**src/rtl/shape_processor_bus_adapter_pkg.sv**
```systemverilog
// Shared types and widths for the shape_processor bus adapter.
// Optional error counter is enabled with SHAPE_PROCESSOR_BUS_ADAPTER_ERR_CNT_EN.
package shape_processor_bus_adapter_pkg;

    typedef enum logic [1:0] {
        IDLE  = 2'd0,
        ISSUE = 2'd1,
        WAIT  = 2'd2,
        RESP  = 2'd3
    } adapter_state_e;

    localparam int LAT_CNT_W = 3;
    localparam int ERR_CNT_W = 16;

endpackage

```
**src/rtl/shape_processor_bus_adapter_err_cnt.sv**
```systemverilog
// Saturating count of error responses; only built under SHAPE_PROCESSOR_BUS_ADAPTER_ERR_CNT_EN.
module shape_processor_bus_adapter_err_cnt
    import shape_processor_bus_adapter_pkg::*;
(
    input  logic                 clk,
    input  logic                 rst_n,
    input  logic                 inc,
    output logic [ERR_CNT_W-1:0] count
);

    always_ff @(posedge clk or negedge rst_n) begin
        if (!rst_n) begin
            count <= '0;
        end else if (inc && (count != '1)) begin
            count <= count + 1'b1;
        end
    end

endmodule

```
**src/rtl/shape_processor_bus_adapter.sv**
```systemverilog
// Valid/ready front end that turns one request at a time into a shape_processor strobe
// and returns the sampled read_data/error. Macro: SHAPE_PROCESSOR_BUS_ADAPTER_ERR_CNT_EN adds err_cnt.
module shape_processor_bus_adapter
    import shape_processor_bus_adapter_pkg::*;
#(
    parameter int RSP_LATENCY = 1,
    parameter int DATA_W      = 32
) (
    input  logic              clk,
    input  logic              rst_n,
    input  logic              req_valid,
    output logic              req_ready,
    input  logic              req_write,
    input  logic [DATA_W-1:0] req_wdata,
    output logic              rsp_valid,
    input  logic              rsp_ready,
    output logic [DATA_W-1:0] rsp_rdata,
    output logic              rsp_error,
    output logic              write,
    output logic [DATA_W-1:0] write_data,
    output logic              read,
    input  logic [DATA_W-1:0] read_data,
    input  logic              error,
    output logic              busy
`ifdef SHAPE_PROCESSOR_BUS_ADAPTER_ERR_CNT_EN
    ,
    output logic [ERR_CNT_W-1:0] err_cnt
`endif
);

    generate
        if (RSP_LATENCY < 0 || RSP_LATENCY > 7) begin : g_bad_latency
            $error("RSP_LATENCY must be in 0..7");
        end
    endgenerate

    localparam logic [1:0] ST_IDLE  = IDLE;
    localparam logic [1:0] ST_ISSUE = ISSUE;
    localparam logic [1:0] ST_WAIT  = WAIT;
    localparam logic [1:0] ST_RESP  = RESP;

    localparam logic [LAT_CNT_W-1:0] LAT_LOAD =
        (RSP_LATENCY > 0) ? LAT_CNT_W'(RSP_LATENCY - 1) : '0;

    logic [1:0]           state;
    logic                 is_write_q;
    logic [LAT_CNT_W-1:0] lat_cnt;

    // NOTE: every register, including the data-path ones, is reset so a mid-flight
    // reset leaves no stale response or strobe behind.
    always_ff @(posedge clk or negedge rst_n) begin
        if (!rst_n) begin
            state      <= ST_IDLE;
            is_write_q <= 1'b0;
            lat_cnt    <= '0;
            write_data <= '0;
            rsp_rdata  <= '0;
            rsp_error  <= 1'b0;
        end else begin
            case (state)
                ST_IDLE: begin
                    if (req_valid) begin
                        is_write_q <= req_write;
                        if (req_write) begin
                            write_data <= req_wdata;
                        end
                        state <= ST_ISSUE;
                    end
                end
                ST_ISSUE: begin
                    if (RSP_LATENCY == 0) begin
                        rsp_rdata <= is_write_q ? '0 : read_data;
                        rsp_error <= error;
                        state     <= ST_RESP;
                    end else begin
                        lat_cnt <= LAT_LOAD;
                        state   <= ST_WAIT;
                    end
                end
                ST_WAIT: begin
                    if (lat_cnt == '0) begin
                        rsp_rdata <= is_write_q ? '0 : read_data;
                        rsp_error <= error;
                        state     <= ST_RESP;
                    end else begin
                        lat_cnt <= lat_cnt - 1'b1;
                    end
                end
                ST_RESP: begin
                    if (rsp_ready) begin
                        state <= ST_IDLE;
                    end
                end
                default: state <= ST_IDLE;
            endcase
        end
    end

    // NOTE: strobes are decoded from state so an asynchronous reset removes them at once.
    assign write     = (state == ST_ISSUE) &&  is_write_q;
    assign read      = (state == ST_ISSUE) && !is_write_q;
    assign rsp_valid = (state == ST_RESP);
    assign req_ready = (state == ST_IDLE);
    assign busy      = (state != ST_IDLE);

`ifdef SHAPE_PROCESSOR_BUS_ADAPTER_ERR_CNT_EN
    logic err_hs;
    assign err_hs = rsp_valid && rsp_ready && rsp_error;

    shape_processor_bus_adapter_err_cnt u_err_cnt (
        .clk   (clk),
        .rst_n (rst_n),
        .inc   (err_hs),
        .count (err_cnt)
    );
`endif

endmodule

```
**config.mk**
```make
export PLATFORM = sky130hd
export DESIGN_NAME = shape_processor_bus_adapter
export DESIGN_NICKNAME = d
export VERILOG_FILES = /design/src/rtl/shape_processor_bus_adapter_pkg.sv /design/src/rtl/shape_processor_bus_adapter_err_cnt.sv /design/src/rtl/shape_processor_bus_adapter.sv
export SDC_FILE = /design/constraint.sdc
export NUM_CORES = 1
export LEC_CHECK = 0
export ABC_AREA = 1
export CORE_ASPECT_RATIO = 1.75
export CORE_MARGIN = 5
export CORE_UTILIZATION = 41
export CTS_CLUSTER_SIZE = 30
export DETAILED_ROUTE_END_ITERATION = 10
export PLACE_DENSITY = 0.92
export REMOVE_ABC_BUFFERS = 1
export SYNTH_ARGS = -nofsm -noshare
export SYNTH_HDL_FRONTEND = slang
export SYNTH_SLANG_ARGS = --single-unit
```
**constraint.sdc**
```tcl
create_clock -name clk -period 1.6 [get_ports clk]
set_input_delay 0.32 -clock clk [delete_from_list [all_inputs] [get_ports clk]]
set_output_delay 0.32 -clock clk [all_outputs]
set_load 0.02 [all_outputs]
```
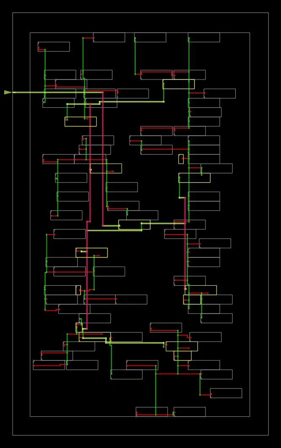
(images/final_clocks.png)
Clock Buffer Count: 13
clock network power: 1.76 mW
number of flip-flops and latches: 71

==> reports/metrics.yaml <==
run_status: "complete, no violations"
floorplan.die.width_um: 74.4
grt_setup_unrepaired: "true"
routed-wl-met3_um: 657
critical_path_cell_sequence: "inv_1 -> ha_2 -> inv_1 -> buf_4"
mi_comb_cells: 225
number_of_stages_on_the_worst_setup_path: 4
critical_path.max_fanout: 4
cell_area_after_synthesis_mm2: 0.00298
slowest_delay_ps: 400
place_inst: 547
final_net_count: 550
place_congestion: 0.772
postSynthRegisterBits: 71
seq_area_frac_synth: 0.596
globalRouteMet2Util: 0.308
cpMaxStageDelayCell: "sky130_fd_sc_hd__dfrtp_1"
largestPowerGroup: "combinational logic"
synthXorXnorAreaFrac: 0
summed_area_of_non_filler_cells_in_the_final_layout_mm2: 0.00471
worst-endpoint-required_ps: 1280
port-buffer-count: 139
r2r_slack_ps: 80
comb_area_frac: 0.218
n_tap_cell: 86
die-height_um: 123
drt_first_iter_violations: 210
timing.clock.skew_ps: 8.00
yosysCellCount: 330
wl_um: 8390
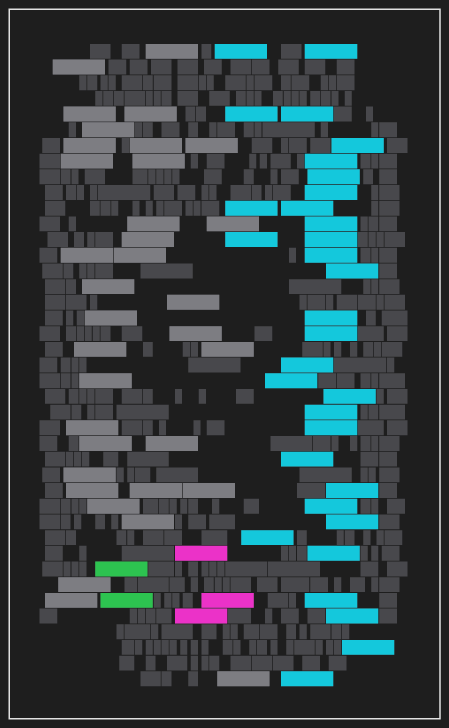
(images/registers.png)
Other sequential cells in the stronger gray, the rest of the logic in the fainter gray.
`state`: marked green, sequential cells 2. `rsp_rdata`: marked cyan, sequential cells 32, where a vertical strip on the right. `lat_cnt`: marked magenta, sequential cells 3.
Another 34 sequential cells are not colored.
Util after Layout: 0.661
fraction of area in registers: 0.377
sequential cell power: 2.94 mW
area of all sequential standard cells: 0.00178 mm^2

Power and IR drop assume default switching activity.
